`config.mk`:
```
export PLATFORM = sky130hd
export DESIGN_NAME = mips_mc_ctrl
export DESIGN_NICKNAME = d
export VERILOG_FILES = /design/src/rtl/mips_mc_ctrl.sv
export SDC_FILE = /design/constraint.sdc
export NUM_CORES = 1
export LEC_CHECK = 0
export ABC_AREA = 1
export CAP_MARGIN = 15
export CORE_MARGIN = 2
export CORE_UTILIZATION = 35
export CTS_CLUSTER_DIAMETER = 200
export DETAILED_ROUTE_END_ITERATION = 12
export PLACE_DENSITY = 0.67
export SYNTH_ARGS = -nofsm -noshare
export SYNTH_HDL_FRONTEND = slang
export SYNTH_SLANG_ARGS = --single-unit
```
`constraint.sdc`:
```
create_clock -name clk -period 1.6 [get_ports clk]
set_input_delay 0.4 -clock clk [delete_from_list [all_inputs] [get_ports clk]]
set_output_delay 0.4 -clock clk [all_outputs]
set_load 0.01 [all_outputs]
```
`src/rtl/mips_mc_ctrl.sv`:
```
// Multi-cycle MIPS control FSM: sequences FETCH/DECODE/EXEC/MEM/WB, waits on MemReady,
// traps illegal opcodes, halts on bus timeout and counts retired instructions.
module mips_mc_ctrl #(
  parameter int ALUOP_W     = 3,
  parameter int TIMEOUT_CYC = 15,
  parameter int CNT_W       = 32
) (
  input  logic               clk,
  input  logic               rst,
  input  logic [5:0]         Opcode,
  input  logic               Zero,
  input  logic               MemReady,
  output logic               MemReq,
  output logic               IorD,
  output logic               MemRead,
  output logic               MemWrite,
  output logic               IRWrite,
  output logic               PCEn,
  output logic [1:0]         PCSource,
  output logic               ALUSrcA,
  output logic [1:0]         ALUSrcB,
  output logic [ALUOP_W-1:0] ALUOp,
  output logic               ExtOp,
  output logic               RegDst,
  output logic               MemtoReg,
  output logic               RegWrite,
  output logic [3:0]         State,
  output logic               IllegalOp,
  output logic               BusErr,
  output logic               InsRetired,
  output logic [CNT_W-1:0]   InsCount
);

  localparam logic [5:0] OP_R    = 6'b000000;
  localparam logic [5:0] OP_LW   = 6'b100011;
  localparam logic [5:0] OP_SW   = 6'b101011;
  localparam logic [5:0] OP_BEQ  = 6'b000100;
  localparam logic [5:0] OP_J    = 6'b000010;
  localparam logic [5:0] OP_ADDI = 6'b001000;
  localparam logic [5:0] OP_ORI  = 6'b001101;

  localparam logic [ALUOP_W-1:0] ALU_ADD   = ALUOP_W'(0);
  localparam logic [ALUOP_W-1:0] ALU_SUB   = ALUOP_W'(1);
  localparam logic [ALUOP_W-1:0] ALU_FUNCT = ALUOP_W'(2);
  localparam logic [ALUOP_W-1:0] ALU_OR    = ALUOP_W'(3);

  localparam int WCNT_W = (TIMEOUT_CYC < 1) ? 1 : $clog2(TIMEOUT_CYC + 1);

  typedef enum logic [3:0] {
    S_FETCH  = 4'd0,
    S_DECODE = 4'd1,
    S_EXEC_R = 4'd2,
    S_WB_R   = 4'd3,
    S_EXEC_I = 4'd4,
    S_WB_I   = 4'd5,
    S_MEMADR = 4'd6,
    S_MEMRD  = 4'd7,
    S_MEMWB  = 4'd8,
    S_MEMWR  = 4'd9,
    S_BRANCH = 4'd10,
    S_JUMP   = 4'd11,
    S_TRAP   = 4'd12,
    S_HALT   = 4'd13
  } state_t;

  state_t             state;
  state_t             next_state;
  logic               is_ori;
  logic [WCNT_W-1:0]  wait_cnt;
  logic               mem_wait;
  logic               timeout;
  logic               ill_q;
  logic               berr_q;
  logic [CNT_W-1:0]   count_q;

  assign mem_wait = ((state == S_FETCH) || (state == S_MEMRD) || (state == S_MEMWR)) && !MemReady;
  // A ready on the cycle the counter hits the limit still completes the access.
  assign timeout  = (TIMEOUT_CYC != 0) && mem_wait && (wait_cnt == WCNT_W'(TIMEOUT_CYC));

  always_ff @(posedge clk) begin
    if (rst) state <= S_FETCH;
    else     state <= next_state;
  end

  always_comb begin
    next_state = state;
    unique case (state)
      S_FETCH: begin
        if (MemReady)     next_state = S_DECODE;
        else if (timeout) next_state = S_HALT;
      end
      S_DECODE: begin
        unique case (Opcode)
          OP_R:            next_state = S_EXEC_R;
          OP_LW, OP_SW:    next_state = S_MEMADR;
          OP_BEQ:          next_state = S_BRANCH;
          OP_J:            next_state = S_JUMP;
          OP_ADDI, OP_ORI: next_state = S_EXEC_I;
          default:         next_state = S_TRAP;
        endcase
      end
      S_EXEC_R: next_state = S_WB_R;
      S_EXEC_I: next_state = S_WB_I;
      S_MEMADR: next_state = (Opcode == OP_LW) ? S_MEMRD : S_MEMWR;
      S_MEMRD: begin
        if (MemReady)     next_state = S_MEMWB;
        else if (timeout) next_state = S_HALT;
      end
      S_MEMWR: begin
        if (MemReady)     next_state = S_FETCH;
        else if (timeout) next_state = S_HALT;
      end
      S_WB_R, S_WB_I, S_MEMWB, S_BRANCH, S_JUMP: next_state = S_FETCH;
      S_TRAP:   next_state = S_TRAP;
      S_HALT:   next_state = S_HALT;
      default:  next_state = S_FETCH;
    endcase
  end

  always_comb begin
    MemReq     = 1'b0;
    IorD       = 1'b0;
    MemRead    = 1'b0;
    MemWrite   = 1'b0;
    IRWrite    = 1'b0;
    PCEn       = 1'b0;
    PCSource   = 2'b00;
    ALUSrcA    = 1'b0;
    ALUSrcB    = 2'b00;
    ALUOp      = ALU_ADD;
    ExtOp      = 1'b0;
    RegDst     = 1'b0;
    MemtoReg   = 1'b0;
    RegWrite   = 1'b0;
    InsRetired = 1'b0;
    unique case (state)
      S_FETCH: begin
        MemReq  = 1'b1;
        MemRead = 1'b1;
        ALUSrcB = 2'b01;
        IRWrite = MemReady;
        PCEn    = MemReady;
      end
      S_DECODE: begin
        ALUSrcB = 2'b11;
        ExtOp   = 1'b1;
      end
      S_EXEC_R: begin
        ALUSrcA = 1'b1;
        ALUOp   = ALU_FUNCT;
      end
      S_EXEC_I: begin
        ALUSrcA = 1'b1;
        ALUSrcB = 2'b10;
        ALUOp   = is_ori ? ALU_OR : ALU_ADD;
        ExtOp   = !is_ori;
      end
      S_MEMADR: begin
        ALUSrcA = 1'b1;
        ALUSrcB = 2'b10;
        ExtOp   = 1'b1;
      end
      S_MEMRD: begin
        MemReq  = 1'b1;
        MemRead = 1'b1;
        IorD    = 1'b1;
      end
      S_MEMWR: begin
        MemReq     = 1'b1;
        MemWrite   = 1'b1;
        IorD       = 1'b1;
        InsRetired = MemReady;
      end
      S_WB_R: begin
        RegDst     = 1'b1;
        RegWrite   = 1'b1;
        InsRetired = 1'b1;
      end
      S_WB_I: begin
        RegWrite   = 1'b1;
        InsRetired = 1'b1;
      end
      S_MEMWB: begin
        MemtoReg   = 1'b1;
        RegWrite   = 1'b1;
        InsRetired = 1'b1;
      end
      S_BRANCH: begin
        ALUSrcA    = 1'b1;
        ALUOp      = ALU_SUB;
        PCSource   = 2'b01;
        PCEn       = Zero;
        InsRetired = 1'b1;
      end
      S_JUMP: begin
        PCSource   = 2'b10;
        PCEn       = 1'b1;
        InsRetired = 1'b1;
      end
      default: ;
    endcase
    // Reset forces every control quiet at once, abandoning any access in flight.
    if (rst) begin
      MemReq     = 1'b0;
      IorD       = 1'b0;
      MemRead    = 1'b0;
      MemWrite   = 1'b0;
      IRWrite    = 1'b0;
      PCEn       = 1'b0;
      PCSource   = 2'b00;
      ALUSrcA    = 1'b0;
      ALUSrcB    = 2'b00;
      ALUOp      = ALU_ADD;
      ExtOp      = 1'b0;
      RegDst     = 1'b0;
      MemtoReg   = 1'b0;
      RegWrite   = 1'b0;
      InsRetired = 1'b0;
    end
  end

  always_ff @(posedge clk) begin
    if (rst) begin
      ill_q    <= 1'b0;
      berr_q   <= 1'b0;
      count_q  <= '0;
      wait_cnt <= '0;
      is_ori   <= 1'b0;
    end else begin
      if (next_state == S_TRAP) ill_q  <= 1'b1;
      if (next_state == S_HALT) berr_q <= 1'b1;
      if (InsRetired)           count_q <= count_q + CNT_W'(1);
      if (mem_wait)             wait_cnt <= wait_cnt + WCNT_W'(1);
      else                      wait_cnt <= '0;
      if (state == S_DECODE)    is_ori <= (Opcode == OP_ORI);
    end
  end

  assign State     = state;
  assign IllegalOp = ill_q  && !rst;
  assign BusErr    = berr_q && !rst;
  assign InsCount  = rst ? '0 : count_q;

endmodule

```
**Register map, names as in the netlist**

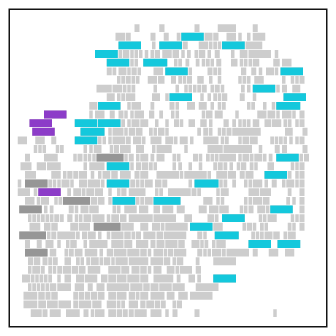
Key: `count_q` = cyan [flops 32]; `wait_cnt` = purple [flops 4]
Seq. pwr: 1280 uW
final core area utilization: 57.93%
register fraction of the total cell area: 17.37%

**Routed clock nets over the placement**

Bar = 20 um.
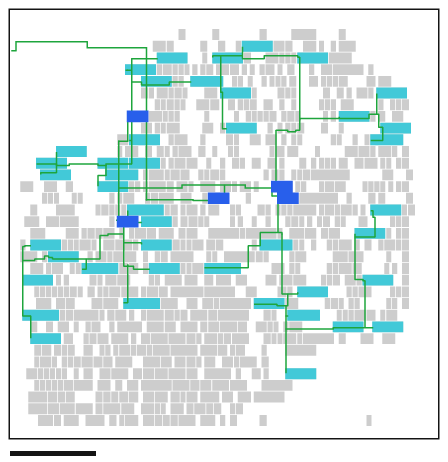
Key: cells driving clock nets = blue [count 5]; clock wires = green [length 597 um]; flip-flops = cyan [count 43]
There are 6 routed clock nets.

==> reports/qor.yml <==
outcome: "finished with violations"
failed_checks: "negative setup slack"
achievable-frequency_ghz: 0.5208
proportion_of_synthesized_area_in_mux_cells_pct: 0
critPathMaxFanout: 4
synth_adder_area_share_pct: 0.7831
clk_root_buffer_cell: "clkbuf_8"
met3_length_um: 421
gp_congestion: 1.021
groute.layer.met3.usage_pct: 2.600
critPathLaunchType: "flop"
layout-area-overhead-vs-synth_pct: 59.63
postSynthCellCount: 556
placeableCoreArea_sq_um: 8806
postSynthRegisterBits: 43
grt_most_used_layer: "met2"
slowest_stage: "dfxtp_4"
timing_worst_setup_path_type: "reg2out"
power.internal_uw: 2664
cts.sinks: 43
die-height_um: 99.55
grt_pass1_wl_mm: 17.52
synth_area_per_cell_sq_um: 5.747
grt_antenna_before_repair: 0
detailedRoute.firstPassIterationCount: 5
aoi_share_pct: 9.906
net-switching-power_uw: 1764
pwr-share-comb_pct: 55.8
fin_skew_ps: 14.76
yosysSeqAreaShare_pct: 26.94
final-max-slew-violation-count: 0
grt_pass1_vias: 3792
finalSetupViolations: 46
vias: 4037
synth_cell_types: 32
vias_per_cell: 4.905
place_worst_setup_slack_ps: -698.0
globalRoute.totalOverflow: 0
finalInstanceArea_sq_um: 5101
fp-row-count: 34
n_antenna_cell: 0
layout-drive-gt1-share_pct: 38.60
r2r_slack_ps: -50
number_of_synthesis_warnings: 0
fin_crit_sh_pct: 120.0
power_per_cell_area_nw_per_um2: 868.0
report.final.hold_viol_count: 0
detail_route.wirelength.met1_mm: 5.158
synth_stat.cells: 556
finalWorstPathRequiredPeriod_ps: 1920
reg2reg_depth: 12
use_met1_pct: 27.97
timing.hold.worst_path_depth: 2
input_output_buffers: 65
sw_frac_of_total_pct: 39.83
vdd_drop_max_mv: 0.6642
grtUsageTotal_pct: 21.58
largest_net_degree_at_the_start_of_global_routing: 27
finalHoldWorstSlack_ps: 459.6
synth-xor-area-share_pct: 3.015
warnings: 29
cts.reportedPaths.clkPinSlew_ps: 80
max_cap_violations: 0
global_route.usage.met2_pct: 38.15
whs_endpoint: "ill_q$_SDFFE_PP0N_"
crit_chain: "inv_4 > nor2_4 > nand2_4 > o21ai_2 > inv_2 > nand2_8 > nand2_8 > clkinv_8 > buf_6"
synthesized_net_count: 568
worstHoldStart: "ill_q$_SDFFE_PP0N_"
hold_path_class: "reg2reg"
wl_per_cell_um: 13.97
fp.dieArea_sq_um: 9910
power.static_leakage_uw: 0.002347
highest_layer: "met4"
net_count_reported_at_finish: 726
top_logic_kind: "simple AND/OR/NAND/NOR gates"
placement.cell_area_sq_um: 4558
synth.yosys.chip_area_sq_um: 3196
width_of_the_die_um: 99.55
tns_ps: -4666
postRouteAntennaNets: 0
cts.path.max_buffers: 2
grt_setup_unrepaired: "yes"
data_required_time_at_the_worst_endpoint_ps: 1200
fp_util_pct: 36.29
power_frac_seq_pct: 29.0
ctsHtreeMaxLevel: 2
timing.critical_path.to_type: "output port"
dp_hpwl_mm: 8.132
finalPower_uw: 4428
largest_reg_flops: 32
detailroute.wirelength.met2_mm: 5.685
drc_errors: 0
drt_wl_total_mm: 11.50
worstReg2RegEnd: "count_q[15]$_SDFFE_PP0P_"
part_of_the_power_in_the_clock_network_pct: 15.3
timing.final.ws_setup_ps: -320.1
count_of_routing_violations_after_the_opening_detailed_route_iteration: 171
r2r-start: "State[3]$_SDFF_PP0_"
cts_inserted_buffers: 5
post_synth_and_or_nand_nor_area_fraction_pct: 47.10
num_io_pins: 67
max_flop_register: "count_q"
worstSkewPairLatency_ps: 300
critPathMaxStageDelay_ps: 400
critPathLaunch: "State[3]$_SDFF_PP0_"
post_synth_instance_area_sq_um: 3196
critical_path_arrival_ps: 1520
cpMostUsedCell: "nand2_8"
cts_tree: "done"
==> timing repair <==
item,CTS,global route
gates resized,203,129
endpoints found under the hold margin,0,0
hold buffers,0,0
setup buffers,7,13
setup endpoints to repair,85,78
gates cloned,0,3
pin swaps,9,26
==> area by class of cell <==
type | instances | area (sq um)
sequential | 43 | 885.9
timing repair buffer | 166 | 1431
clock inverter | 1 | 5.005
clock buffer | 7 | 76.32
tap | 108 | 135.1
inverter | 75 | 301.5
multi-input combinational | 423 | 2266
fill | 796 | 3705
==> metrics by stage <==
stage	cells	utilization, %
after CTS	808	54.43
after global routing	823	57.93
after global placement	793	51.76
final	823	57.93
after detailed placement	793	51.76
after floorplan	556	-
==> layout by cell type (no fill, tap or decap), types with 8 or more instances in the layout <==
master / synthesis / final
nor2_1: 104 / 80
buf_4: 1 / 72
buf_6: 2 / 18
inv_2: 3 / 9
clkbuf_2: 0 / 11
nor2_4: 2 / 9
dlygate4sd2_1: 0 / 8
dfxtp_1: 43 / 33
a21oi_2: 11 / 22
nand3_1: 31 / 28
buf_12: 0 / 10
nor3_1: 24 / 14
inv_1: 71 / 62
buf_2: 1 / 31
nor2_2: 3 / 20
nand2_1: 175 / 156
nand2_2: 9 / 26
nor3_2: 0 / 8
a21oi_1: 27 / 16
xor2_1: 11 / 11
==> logic make-up after synthesis <==
kind of cell / Yosys count
AND/OR/NAND/NOR: 357
other: 1
AND-OR/OR-AND: 52
buffers and inverters: 90
XOR/XNOR: 11
adder cells (fa/ha/maj): 2
flip-flops: 43
==> critical path, delay by kind of cell (launching register included) <==
family          cells  cell delay [ps]
simple gates        4              420
compound gates      1              130
flops               1              400
buf+inv             4              270
==> cell usage after synthesis <==
library cell  number  area, sq um
clkbuf_1           7        26.28
xor2_1            11        96.34
o21ai_2            1        8.760
inv_2              3        11.26
dfxtp_1           43        860.8
nor3_1            24        120.1
buf_1              2        7.510
nand4_1            5        31.28
buf_4              1        7.510
nand2_1          175        656.9
o211ai_1           2        15.01
nand2_8            2        40.04
a21oi_1           27        135.1
buf_8              2        30.03
nor3b_1            1        7.510
a31oi_1            2        12.51
o22ai_1            1        6.260
o21a_1             1        7.510
o21ai_0            7        35.03
buf_2              1        5.000
inv_8              1        11.26
nor2_2             3        18.77
ha_1               2        25.02
inv_1             71        266.5
conb_1             1        3.750
nor4_1             1        6.260
nor2_1           104        390.4
nand3_1           31        155.2
buf_6              2        22.52
a21oi_2           11        96.34
nand2_2            9        56.30
nor2_4             2        22.52
==> worst max path at each step <==
stage,to,slack [ps],depth (start not counted)
after floorplan,InsRetired,-20,10
after global placement,InsRetired,-690,8
after detailed placement,PCEn,-700,5
after CTS,ExtOp,-310,6
after global routing,ALUSrcA,-380,6
final,InsRetired,-320,9
==> power groups by stage <==
| stage | sequential [uW] | combinational, uW | clock [uW] |
|---|---|---|---|
| 2_1_floorplan | 1270 | 875 | 0 |
| 3_3_place_gp | 1270 | 1680 | 0 |
| 3_5_place_dp | 1270 | 1700 | 0 |
| 4_1_cts | 1270 | 1890 | 697 |
| 5_1_grt | 1300 | 2630 | 751 |
| 6_report | 1280 | 2470 | 676 |
No activity file was given, so power comes from the tool's default toggle rates.
